$ cat config.mk
export PLATFORM = sky130hd
export DESIGN_NAME = radix4_booth_multiplier
export DESIGN_NICKNAME = d
export VERILOG_FILES = /design/src/rtl/radix4_booth_pkg.sv /design/src/rtl/radix4_booth_data_path.sv /design/src/rtl/radix4_booth_multiplier.sv /design/src/rtl/radix4_booth_ctrl.sv
export SDC_FILE = /design/constraint.sdc
export NUM_CORES = 1
export LEC_CHECK = 0
export ABC_AREA = 1
export CAP_MARGIN = 10
export CORE_UTILIZATION = 54
export CTS_BUF_LIST = sky130_fd_sc_hd__clkbuf_2
export DETAILED_ROUTE_END_ITERATION = 16
export GPL_TIMING_DRIVEN = 0
export PLACE_DENSITY = 0.77
export SLEW_MARGIN = 40
export SYNTH_ARGS = -nofsm -noshare
export SYNTH_HDL_FRONTEND = slang
export SYNTH_SLANG_ARGS = --single-unit
$ cat constraint.sdc
create_clock -name clk -period 6.6 [get_ports clk]
set_clock_uncertainty 0.15 [all_clocks]
set_input_delay 0.66 -clock clk [delete_from_list [all_inputs] [get_ports clk]]
set_output_delay 0.66 -clock clk [all_outputs]
set_load 0.05 [all_outputs]
$ cat src/rtl/radix4_booth_pkg.sv
// ---------------------------------------------------------------------------
// radix4_booth_pkg
// Shared definitions for the radix-4 Booth multiplier slice:
//   booth_state_e  - controller FSM state type (IDLE, LOAD, RUN, CAPT)
//   MIN_WIDTH      - smallest legal operand width
//   num_shifts()   - number of radix-4 iterations, ceil(width/2)
// ---------------------------------------------------------------------------
package radix4_booth_pkg;

    localparam int MIN_WIDTH = 4;

    typedef enum logic [1:0] {
        ST_IDLE,
        ST_LOAD,
        ST_RUN,
        ST_CAPT
    } booth_state_e;

    function automatic int num_shifts(input int width);
        return (width + 1) / 2;
    endfunction

endpackage

$ cat src/rtl/radix4_booth_data_path.sv
// ---------------------------------------------------------------------------
// radix4_booth_data_path
// Iterative radix-4 Booth signed multiplier data path, one recoded digit per
// enabled cycle.
// Ports:
//   clk, rst_n        - clock, asynchronous active-low reset
//   i_start           - load operands and clear the accumulator
//   i_en              - perform one Booth iteration
//   i_rst_cntr_n      - synchronous clear of the iteration counter (active-low)
//   i_multiplier      - signed multiplier, WIDTH bits
//   i_multiplicand    - signed multiplicand, WIDTH bits
//   o_done            - high during the last iteration cycle
//   o_result          - signed product, 2*WIDTH bits
// ---------------------------------------------------------------------------
module radix4_booth_data_path
    import radix4_booth_pkg::*;
#(
    parameter int WIDTH = 8
)(
    input  logic                 clk,
    input  logic                 rst_n,
    input  logic                 i_start,
    input  logic                 i_en,
    input  logic                 i_rst_cntr_n,
    input  logic [WIDTH-1:0]     i_multiplier,
    input  logic [WIDTH-1:0]     i_multiplicand,
    output logic                 o_done,
    output logic [2*WIDTH-1:0]   o_result
);

    localparam int NSHIFT = num_shifts(WIDTH);
    localparam int PW     = 2 * WIDTH;
    localparam int MW     = 2 * NSHIFT;
    localparam int QW     = MW + 1;
    localparam int CW     = $clog2(NSHIFT + 1);

    logic [PW-1:0] r_acc;
    logic [PW-1:0] r_mcand;
    logic [QW-1:0] r_q;       // sign-extended multiplier with implicit q[-1] at bit 0
    logic [CW-1:0] r_cnt;
    logic [PW-1:0] w_addend;

    // Booth digit from the overlapping triplet {q[2i+1], q[2i], q[2i-1]}
    always_comb begin
        w_addend = '0;
        case (r_q[2:0])
            3'b001, 3'b010: w_addend = r_mcand;
            3'b011:         w_addend = r_mcand << 1;
            3'b100:         w_addend = -(r_mcand << 1);
            3'b101, 3'b110: w_addend = -r_mcand;
            default:        w_addend = '0;
        endcase
    end

    always_ff @(posedge clk or negedge rst_n) begin
        if (!rst_n) begin
            r_acc   <= '0;
            r_mcand <= '0;
            r_q     <= '0;
        end else if (i_start) begin
            r_acc   <= '0;
            r_mcand <= PW'($signed(i_multiplicand));
            r_q     <= {MW'($signed(i_multiplier)), 1'b0};
        end else if (i_en) begin
            r_acc   <= r_acc + w_addend;
            r_mcand <= r_mcand << 2;
            r_q     <= {{2{r_q[QW-1]}}, r_q[QW-1:2]};
        end
    end

    always_ff @(posedge clk or negedge rst_n) begin
        if (!rst_n) begin
            r_cnt <= '0;
        end else if (!i_rst_cntr_n) begin
            r_cnt <= '0;
        end else if (i_en) begin
            r_cnt <= r_cnt + CW'(1);
        end
    end

    assign o_done   = (r_cnt == CW'(NSHIFT - 1));
    assign o_result = r_acc;

endmodule

$ cat src/rtl/radix4_booth_multiplier.sv
// ---------------------------------------------------------------------------
// radix4_booth_multiplier
// Signed WIDTH x WIDTH multiplier: controller beside the iterative data path.
// Ports:
//   clk, rst_n                     - clock, asynchronous active-low reset
//   in_valid / in_ready            - operand handshake
//   in_multiplier, in_multiplicand - signed operands, WIDTH bits
//   out_valid / out_ready          - product handshake
//   out_result                     - signed product, 2*WIDTH bits
//   busy                           - operation in progress
// ---------------------------------------------------------------------------
module radix4_booth_multiplier #(
    parameter int WIDTH       = 8,
    parameter int CHECK_PARAM = 1
)(
    input  logic                 clk,
    input  logic                 rst_n,
    input  logic                 in_valid,
    output logic                 in_ready,
    input  logic [WIDTH-1:0]     in_multiplier,
    input  logic [WIDTH-1:0]     in_multiplicand,
    output logic                 out_valid,
    input  logic                 out_ready,
    output logic [2*WIDTH-1:0]   out_result,
    output logic                 busy
);

    logic                 w_dp_start;
    logic                 w_dp_en;
    logic                 w_dp_rst_cntr_n;
    logic [WIDTH-1:0]     w_dp_multiplier;
    logic [WIDTH-1:0]     w_dp_multiplicand;
    logic                 w_dp_done;
    logic [2*WIDTH-1:0]   w_dp_result;

    radix4_booth_ctrl #(
        .WIDTH       (WIDTH),
        .CHECK_PARAM (CHECK_PARAM)
    ) u_ctrl (
        .clk             (clk),
        .rst_n           (rst_n),
        .in_valid        (in_valid),
        .in_ready        (in_ready),
        .in_multiplier   (in_multiplier),
        .in_multiplicand (in_multiplicand),
        .dp_start        (w_dp_start),
        .dp_en           (w_dp_en),
        .dp_rst_cntr_n   (w_dp_rst_cntr_n),
        .dp_multiplier   (w_dp_multiplier),
        .dp_multiplicand (w_dp_multiplicand),
        .dp_done         (w_dp_done),
        .dp_result       (w_dp_result),
        .out_valid       (out_valid),
        .out_ready       (out_ready),
        .out_result      (out_result),
        .busy            (busy)
    );

    radix4_booth_data_path #(
        .WIDTH (WIDTH)
    ) u_dp (
        .clk            (clk),
        .rst_n          (rst_n),
        .i_start        (w_dp_start),
        .i_en           (w_dp_en),
        .i_rst_cntr_n   (w_dp_rst_cntr_n),
        .i_multiplier   (w_dp_multiplier),
        .i_multiplicand (w_dp_multiplicand),
        .o_done         (w_dp_done),
        .o_result       (w_dp_result)
    );

endmodule

$ cat src/rtl/radix4_booth_ctrl.sv
// ---------------------------------------------------------------------------
// radix4_booth_ctrl
// Handshaked sequencing controller for the iterative radix-4 Booth data path.
// One operation in flight; the product is held in an output register until
// the consumer takes it.
// Ports:
//   clk, rst_n                     - clock, asynchronous active-low reset
//   in_valid / in_ready            - operand handshake
//   in_multiplier, in_multiplicand - signed operands, WIDTH bits
//   dp_start                       - data-path load strobe (LOAD only)
//   dp_en                          - data-path iteration enable (RUN only)
//   dp_rst_cntr_n                  - registered data-path counter clear
//   dp_multiplier, dp_multiplicand - registered operands to the data path
//   dp_done, dp_result             - data-path last-iteration flag / product
//   out_valid / out_ready          - product handshake
//   out_result                     - signed product, 2*WIDTH bits
//   busy                           - high whenever not IDLE
// ---------------------------------------------------------------------------
module radix4_booth_ctrl
    import radix4_booth_pkg::*;
#(
    parameter int WIDTH       = 8,
    parameter int CHECK_PARAM = 1
)(
    input  logic                 clk,
    input  logic                 rst_n,
    input  logic                 in_valid,
    output logic                 in_ready,
    input  logic [WIDTH-1:0]     in_multiplier,
    input  logic [WIDTH-1:0]     in_multiplicand,
    output logic                 dp_start,
    output logic                 dp_en,
    output logic                 dp_rst_cntr_n,
    output logic [WIDTH-1:0]     dp_multiplier,
    output logic [WIDTH-1:0]     dp_multiplicand,
    input  logic                 dp_done,
    input  logic [2*WIDTH-1:0]   dp_result,
    output logic                 out_valid,
    input  logic                 out_ready,
    output logic [2*WIDTH-1:0]   out_result,
    output logic                 busy
);

    localparam int NSHIFT = num_shifts(WIDTH);
    localparam int CW     = $clog2(NSHIFT + 1);

    generate
        if (CHECK_PARAM != 0 && WIDTH < MIN_WIDTH) begin : g_width_check
            $fatal(1, "radix4_booth_ctrl: WIDTH=%0d below minimum %0d", WIDTH, MIN_WIDTH);
        end
    endgenerate

    booth_state_e           r_state;
    booth_state_e           w_state_next;
    logic [WIDTH-1:0]       r_dp_multiplier;
    logic [WIDTH-1:0]       r_dp_multiplicand;
    logic                   r_dp_rst_cntr_n;
    logic [CW-1:0]          r_run_cnt;
    logic                   r_out_valid;
    logic [2*WIDTH-1:0]     r_out_result;
    logic                   w_capt_ok;

    // Output register can take a new product if empty or being drained now
    assign w_capt_ok = !r_out_valid || out_ready;

    // State register
    always_ff @(posedge clk or negedge rst_n) begin
        if (!rst_n) begin
            r_state <= ST_IDLE;
        end else begin
            r_state <= w_state_next;
        end
    end

    // Next-state logic
    always_comb begin
        w_state_next = r_state;
        case (r_state)
            ST_IDLE: if (in_valid)  w_state_next = ST_LOAD;
            ST_LOAD:                w_state_next = ST_RUN;
            ST_RUN:  if (dp_done)   w_state_next = ST_CAPT;
            ST_CAPT: if (w_capt_ok) w_state_next = ST_IDLE;
            default:                w_state_next = ST_IDLE;
        endcase
    end

    // State-decoded outputs
    always_comb begin
        in_ready = 1'b0;
        busy     = 1'b1;
        dp_start = 1'b0;
        dp_en    = 1'b0;
        case (r_state)
            ST_IDLE: begin
                in_ready = 1'b1;
                busy     = 1'b0;
            end
            ST_LOAD: dp_start = 1'b1;
            ST_RUN:  dp_en    = 1'b1;
            default: ;
        endcase
    end

    // Operand capture and counter-clear flop; the clear stays low from reset
    // until the first LOAD has been seen, and is re-asserted for each new LOAD.
    always_ff @(posedge clk or negedge rst_n) begin
        if (!rst_n) begin
            r_dp_multiplier   <= '0;
            r_dp_multiplicand <= '0;
            r_dp_rst_cntr_n   <= 1'b0;
        end else if (r_state == ST_IDLE && in_valid) begin
            r_dp_multiplier   <= in_multiplier;
            r_dp_multiplicand <= in_multiplicand;
            r_dp_rst_cntr_n   <= 1'b0;
        end else if (r_state == ST_LOAD) begin
            r_dp_rst_cntr_n   <= 1'b1;
        end
    end

    // RUN-cycle counter, used only to cross-check the data-path done timing
    always_ff @(posedge clk or negedge rst_n) begin
        if (!rst_n) begin
            r_run_cnt <= '0;
        end else if (r_state == ST_LOAD) begin
            r_run_cnt <= '0;
        end else if (r_state == ST_RUN) begin
            r_run_cnt <= r_run_cnt + CW'(1);
        end
    end

    // Output register: a capture in the same cycle as a drain keeps valid high
    always_ff @(posedge clk or negedge rst_n) begin
        if (!rst_n) begin
            r_out_valid  <= 1'b0;
            r_out_result <= '0;
        end else if (r_state == ST_CAPT && w_capt_ok) begin
            r_out_valid  <= 1'b1;
            r_out_result <= dp_result;
        end else if (r_out_valid && out_ready) begin
            r_out_valid  <= 1'b0;
        end
    end

    assign dp_multiplier   = r_dp_multiplier;
    assign dp_multiplicand = r_dp_multiplicand;
    assign dp_rst_cntr_n   = r_dp_rst_cntr_n;
    assign out_valid       = r_out_valid;
    assign out_result      = r_out_result;

    a_dp_done_timing: assert property (@(posedge clk) disable iff (!rst_n)
        (r_state == ST_RUN) |-> (dp_done == (r_run_cnt == CW'(NSHIFT - 1))));

endmodule

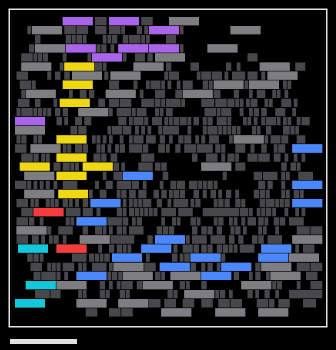
(run_1/registers.png)
The bar under the picture is 20 µm long. Other sequential cells in the stronger grey, the rest of the logic in the fainter grey.
| colour | signal | sequential cells |
|---|---|---|
| cyan | u_dp.r_cnt | 3 |
| purple | u_ctrl.dp_multiplicand | 8 |
| yellow | u_dp.r_q | 9 |
| blue | u_dp.o_result | 16 |
| red | u_ctrl.r_state | 2 |

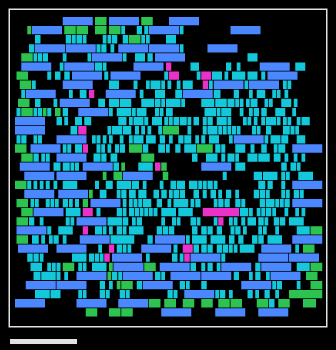
(run_1/cell_classes.png)
The bar under the picture is 20 µm long.
| colour | class | cells |
|---|---|---|
| magenta | clock drivers and dummy loads | 16 |
| green | other buffers and delay cells | 57 |
| cyan | all other logic | 475 |
| blue | flip-flops | 80 |

==> deck_impl_summary.md, run 1 <==
Key Metrics from the Run

Yosys
  – Yosys reg bits: 80
  – Multiplexer share: 0.7054%
  – Nets at Floorplan: 615
  – Post-Syn Area per Cell: 8.063 µm²
  – Top logic family: simple AND/OR/NAND/NOR gates
  – Synth Area in XOR/XNOR: 1.709%
  – Cell Type Count: 45
  – Yosys stat cell total: 572
  – Adder Share, Synth: 6.403%
  – Synth async-reset ratio: 100.0%
  – Top cells by area: dfrtp_1, nand2_1, inv_1
  – Yosys chip area: 4612 µm²
  – Main flop type: dfrtp_1
  – Aoi share: 17.58%
  – Post-synth EDFFs: 0
  – Synthesis Warnings: 0
  – Basic Gates by Area: 21.03%
  – Yosys top cell area share: 43.41%
  – Post-synth seq share: 43.41%
  – Syn Inst Count: 572
  – Mapped Area: 4612 µm²
  – Cell type with the largest total area: dfrtp_1

STA
  – Max Freq: 304.6 MHz
  – Fin crit period: 3.283 ns
  – Fin worst setup slack: 3.317 ns
  – RSZ-0062 raised after global routing: false
  – Hold Violations, Final: 0
  – WHS: 0.3435 ns
  – Final setup viols: 0
  – Final slew viol count: 0
  – Slew @ Worst Pin: 0.6441 ns
  – Final period utilization: 49.75%
  – Final TNS setup: 0 ns
  – Rel. slew slack: 57.06%

Placement
  – HPWL Detailed: 8.134 mm
  – Dpl cells: 716
  – Routability cong.: 0.8890
  – Placement Setup Slack: 3.364 ns
  – IO Port Bufs: 38
  – Placed Area: 5152 µm²

Routing
  – Avg Vias per Cell: 5.477
  – Initial DRC count: 203
  – Routed length per instance: 14.59 µm
  – Vias: 4015
  – Final antenna-violating net count: 0
  – Detailed Route WL: 10.70 mm
  – Residual DRC: 0
  – DR pass1 iterations: 5

Final layout
  – Logic area: 2187 µm²
  – Fin area: 5285 µm²
  – Final core utilization: 64.00%
  – Syn-to-layout area delta: 14.60%
  – Antenna diodes: 0
  – Layout fillers: 721
  – Layout Cells excl Fill: 733
  – Nets: 666
  – Register area: 2002 µm²
  – Layout cells sized above 1: 7.803%

Critical path
  – RR Endpoint: u_dp.o_result[15]
  – Critical path type: reg -> reg
  – Worst EP arrival: 3.62 ns
  – CP Launch Type: register
  – Reg2Reg Depth: 18
  – Crit path max fanout: 6
  – Cell repeated most along the worst path: nand2_1
  – Flop2flop setup slack: 3.32 ns
  – Worst EP required: 6.94 ns
  – Reg-to-Reg Start: u_dp.r_mcand[0]
  – Crit end category: register
  – Crit-path cells: inv_1 -> ha_1 -> nand4_2 -> nor3_2 -> nand3_1 -> xor2_1 -> clkinv_1 -> nand2_1 -> nand3b_1 -> ha_1 -> nand2_1 -> nor3_1 -> nor3b_1 -> nand2_1 -> nand2b_1 -> nand3_1 -> nand3_1 -> nand2_1
  – Crit-path max cell delay: 0.46 ns
  – Worst path bufs/invs: 2
  – Slowest CP cell: dfrtp_1
  – CP delay by family, top: simple AND/OR/NAND/NOR gates

Clock network
  – Clock sink total: 80
  – Post-CTS setup buffers: 0
  – Max clock buf depth: 2
  – Max H-tree Level: 3
  – CTS tree: built
  – PostCTS Resize Cnt: 0
  – Clock buffer count from CTS: 9
  – Clk_lat worst skew: 0.57 ns
  – Root buffer cell: clkbuf_2
  – Hold buffer count at CTS: 1
  – Worst-path clk slew: 0.25 ns

Global routing
  – Gr ovfl total: 0
  – Number of global-route vias before repair: 3820
  – Total GRT Usage: 26.28%
  – Pin count of the biggest net entering global routing: 54
  – First-pass GRT wire length: 17.86 mm
  – Initial antenna violation count: 0

Die
  – Core area: 8258 µm²
  – Rows: 33
  – Die height: 94.42 µm
  – Die X: 94.42 µm
  – Die area: 8914 µm²
  – I/O pins: 39
  – Pre-Place Util: 55.85%

Min path
  – Hold WC Path Type: in -> async

Run
  – Max-cap violations: 0
  – Tool Warnings: 29

Status
  – Outcome: finished clean
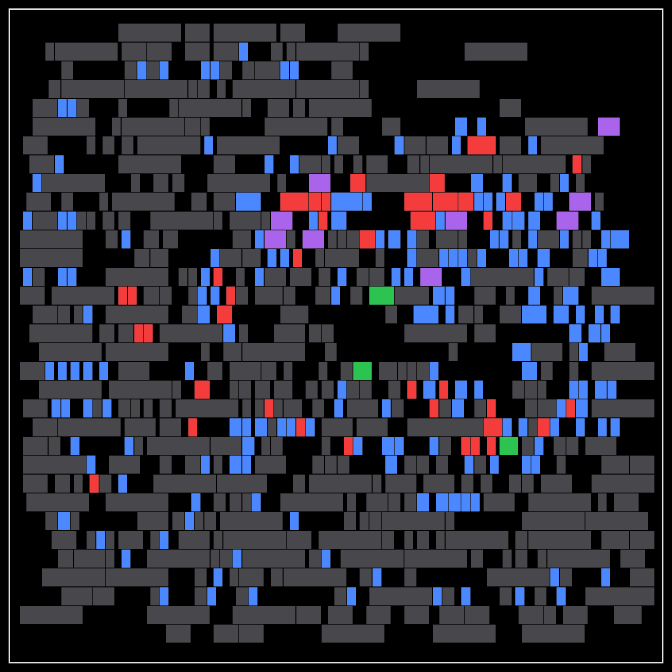
(run_1/gate_families.png)
| colour | family | cells |
|---|---|---|
| red | NOR gates | 39 |
| purple | XOR/XNOR gates | 9 |
| green | AND-OR and OR-AND gates | 3 |
| blue | NAND gates | 180 |

run 1: final cells by class:
cell class,instances,area share (%)
Sequential cell,80,37.88
Tap cell,105,2.486
Buffer,17,2.036
Timing Repair Buffer,40,7.931
Clock buffer,9,0.8523
Multi-Input combinational cell,391,41.38
Inverter,84,5.966
Clock inverter,7,1.468
run 1: cells in the mapped netlist, types with 2 or more instances:
| master | instances |
|---|---|
| a21oi_1 | 25 |
| nand3_1 | 27 |
| o21bai_1 | 3 |
| dfrtp_1 | 80 |
| nor2_4 | 3 |
| a21o_1 | 2 |
| buf_2 | 4 |
| buf_1 | 2 |
| ha_1 | 22 |
| nand2_1 | 142 |
| xor2_1 | 8 |
| nand3_2 | 3 |
| inv_1 | 82 |
| clkbuf_8 | 2 |
| buf_6 | 2 |
| a31oi_1 | 3 |
| nor3_2 | 2 |
| nand2_2 | 2 |
| o221ai_1 | 13 |
| o22ai_1 | 17 |
| o2111ai_1 | 6 |
| nor2_2 | 7 |
| mux2_2 | 2 |
| o211ai_1 | 3 |
| o21ai_0 | 58 |
| nand3b_1 | 3 |
| o21ai_1 | 2 |
| nor3_1 | 2 |
| nor2_1 | 24 |
| clkbuf_1 | 6 |
run 1: layout by cell type (no fill, tap or decap), types with 4 or more instances in the layout:
cell / Yosys / routed
a21oi_1: 25 / 25
buf_2: 4 / 4
clkbuf_1: 6 / 6
clkbuf_2: 0 / 9
clkdlybuf4s50_1: 0 / 37
dfrtp_1: 80 / 80
ha_1: 22 / 22
inv_1: 82 / 82
nand2_1: 142 / 142
nand3_1: 27 / 27
nor2_1: 24 / 24
nor2_2: 7 / 7
o2111ai_1: 6 / 6
o21ai_0: 58 / 58
o221ai_1: 13 / 13
o22ai_1: 17 / 17
xor2_1: 8 / 8
run 1: cell families after synthesis:
kind of cell,Yosys count
buf+inv,101
flops,80
xor+xnor,9
simple gates,220
fa+ha+maj,23
compound gates,136
mux,3
run 1: routing by layer:
| layer | routed length, µm | global-route usage, % |
|---|---|---|
| met4 | 227 | 9.487 |
| met2 | 5154 | 43.06 |
| met5 | 0 | 0 |
| met3 | 424 | 4.187 |
| met1 | 4890 | 35.25 |
run 1: how the worst max path moves through the flow:
stage | start | to | depth (start not counted)
global placement | rst_n | u_ctrl.dp_multiplier[0] | 1
finish | u_dp.r_mcand[0] | u_dp.o_result[15] | 18
detailed placement | u_dp.r_mcand[1] | u_dp.o_result[15] | 19
global route | u_dp.r_mcand[1] | u_dp.o_result[15] | 18
floorplan | u_dp.r_mcand[1] | u_dp.o_result[15] | 19
CTS | u_dp.r_mcand[1] | u_dp.o_result[15] | 19
run 1: sequential cells by signal, indices dropped and copies added, names as in the netlist, 2 cells and up:
signal,flops
u_ctrl.dp_multiplicand,8
u_ctrl.dp_multiplier,8
u_ctrl.out_result,16
u_ctrl.r_state,2
u_dp.o_result,16
u_dp.r_cnt,3
u_dp.r_mcand,16
u_dp.r_q,9
==> inputs of run 2 (changes only) <==
--- a/config.mk
+++ b/config.mk
@@ -11,7 +11,7 @@
 export CTS_BUF_LIST = sky130_fd_sc_hd__clkbuf_2
 export DETAILED_ROUTE_END_ITERATION = 16
 export GPL_TIMING_DRIVEN = 0
-export PLACE_DENSITY = 0.77
+export PLACE_DENSITY = 0.8
 export SLEW_MARGIN = 40
 export SYNTH_ARGS = -nofsm -noshare
 export SYNTH_HDL_FRONTEND = slang
==> constraint.sdc (replaced) <==
create_clock -name clk -period 2.88 [get_ports clk]
set_clock_uncertainty 0.15 [all_clocks]
set_input_delay 0.288 -clock clk [delete_from_list [all_inputs] [get_ports clk]]
set_output_delay 0.288 -clock clk [all_outputs]
set_load 0.05 [all_outputs]
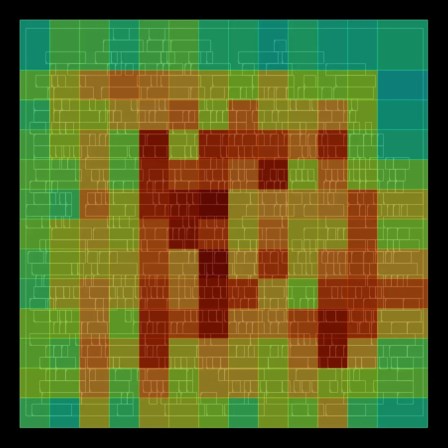
(run_2/final_congestion.png)
met3 GRT Util: 4.750%
GR Util met1: 34.64%
routed length per instance: 15.60 µm

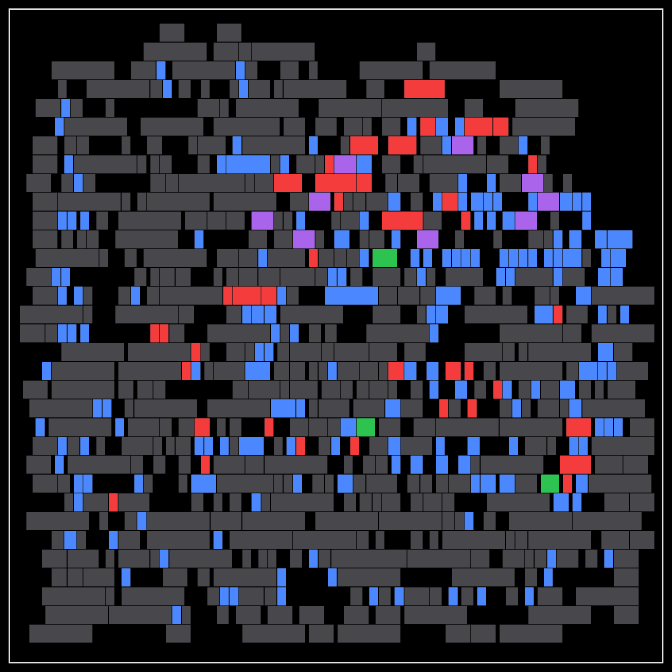
(run_2/gate_families.png)
| colour | family | cells |
|---|---|---|
| red | NOR gates | 39 |
| green | AND-OR and OR-AND gates | 3 |
| blue | NAND gates | 180 |
| purple | XOR/XNOR gates | 9 |

==> run 2 against run 1 <==
The flow now finishes with violations (negative setup slack); die size unchanged; flip-flop count unchanged; largest cell class unchanged; global-route usage up 1.1 points; maximum frequency rose by 8.4%; non-clock buffer count grew 30; design area grew 9.2%.
==> deck_impl_summary.md, run 2 <==
Key Metrics from the Run

Routing
  – Residual DRC: 0
  – Initial DRC count: 316
  – Final antenna-violating net count: 0
  – Detailed Route WL: 11.89 mm

Yosys
  – Syn Inst Count: 572
  – Post-Syn Area per Cell: 8.063 µm²
  – Aoi share: 17.58%
  – Synth top cells by count: nand2_1, inv_1, dfrtp_1, o21ai_0, nand3_1
  – Yosys top cell area share: 43.41%
  – Post-synth seq share: 43.41%
  – Synth Area in XOR/XNOR: 1.709%
  – Adder Share, Synth: 6.403%
  – Nets at Floorplan: 615
  – Multiplexer share: 0.7054%
  – Top logic family: simple AND/OR/NAND/NOR gates
  – Main flop type: dfrtp_1
  – Top cells by area: dfrtp_1, nand2_1, inv_1
  – Yosys reg bits: 80
  – Synth async-reset ratio: 100.0%

Final layout
  – Layout fillers: 656
  – Dominant logic cell type in the layout: nand2_1
  – Antenna diodes: 0
  – Syn-to-layout area delta: 25.09%
  – Logic area: 2446 µm²
  – Layout cells sized above 1: 19.33%
  – Register area: 2007 µm²
  – Nets: 696

Critical path
  – Crit-path max cell delay: 0.45 ns
  – Worst EP arrival: 3.36 ns
  – Crit-path cells: inv_2 -> buf_4 -> nand3_4 -> nor3_4 -> xor2_1 -> inv_1 -> a21oi_1 -> o21ai_1 -> ha_1 -> a21o_1 -> a21oi_2 -> nand2_2 -> a21o_1 -> nand2_2 -> nand3_1 -> nand3_1 -> nand2_1
  – Crit end category: register
  – Critical path type: reg -> reg
  – CP Launch Type: register
  – Worst path bufs/invs: 3
  – Crit path max fanout: 4

STA
  – Slew @ Worst Pin: 0.6529 ns
  – Max Freq: 330.1 MHz
  – Final slew viol count: 0
  – Fin worst setup slack: -0.1494 ns
  – Final setup viols: 9
  – WHS: 0.1327 ns
  – Rel. slew slack: 56.47%
  – Fin crit period: 3.029 ns
  – Final period utilization: 105.2%

Min path
  – Hold WC Path Type: in -> reg

Clock network
  – Clock sink total: 80
  – Root buffer cell: clkbuf_2
  – Worst-path clk slew: 0.25 ns
  – CTS tree: built
  – Clk_lat worst skew: 0.54 ns
  – Max H-tree Level: 3
  – Max clock buf depth: 2

Global routing
  – Total GRT Usage: 27.41%
  – Pin count of the biggest net entering global routing: 55
  – Gr ovfl total: 0

Run
  – Tool Warnings: 31
  – Max-cap violations: 0

Die
  – Die X: 94.42 µm
  – Die height: 94.42 µm
  – Core area: 8258 µm²
  – Pre-Place Util: 55.85%

Placement
  – IO Port Bufs: 38
  – HPWL Detailed: 8.164 mm
  – Dpl cells: 716

Status
  – Violated checks: negative setup slack
  – Outcome: finished with violations
run 2: what timing repair did:
action                     in CTS  in global routing
buffers inserted               17                 11
hold endpoints to repair       80                  0
hold buffers                    3                  0
resized                        30                 47
pin swaps                      14                 32
setup endpoints to repair       7                 11
run 2: final timing paths:
kind	slack, ns	end	start
max in group asynchronous	1.21	u_dp.o_result[13]	rst_n
min in group asynchronous	0.58	u_dp.r_mcand[5]	rst_n
max	-0.15	u_dp.o_result[13]	u_dp.r_mcand[0]
min	0.13	u_ctrl.dp_multiplier[6]	in_multiplier[6]
min reg2reg	0.36	u_dp.r_cnt[0]	u_dp.r_cnt[0]
max reg2reg	-0.15	u_dp.o_result[13]	u_dp.r_mcand[0]
run 2: kinds of logic after synthesis:
logic type / count (synthesis)
AND/OR/NAND/NOR: 220
flip-flops: 80
adder cells (fa/ha/maj): 23
multiplexers: 3
AND-OR/OR-AND: 136
buffers and inverters: 101
XOR/XNOR: 9
run 2: metal layers:
metal / up-vias / track usage (%) / routed length (µm)
met5: - / 0 / 0
met4: 0 / 9.359 / 237
met3: 29 / 4.750 / 606
met2: 145 / 47.34 / 6013
met1: 2128 / 34.64 / 5027
li1: 2068 / - / -
run 2: worst min-delay path: cells and delay by family:
family,cells,cell delay (ns)
buffers and inverters,1,0.39
and+or+nand+nor,2,0.10
run 2: layout make-up:
| type | instances | share of cell area, % |
|---|---|---|
| multi-input cells | 391 | 42.40 |
| flip-flops and latches | 80 | 34.79 |
| repair buffers | 70 | 11.39 |
| inverters | 84 | 5.465 |
| well taps | 105 | 2.277 |
| plain buffers | 17 | 1.865 |
| clock inverters | 6 | 1.041 |
| clock buffers | 9 | 0.7807 |
run 2: through the flow:
stage          cell area [µm²]  setup TNS [ns]
2_1_floorplan             4612               0
3_3_place_gp              5124         -114.36
3_5_place_dp              5152          -1.142
4_1_cts                   5545       -0.005957
5_1_grt                   5769          -2.082
6_report                  5769         -0.6390
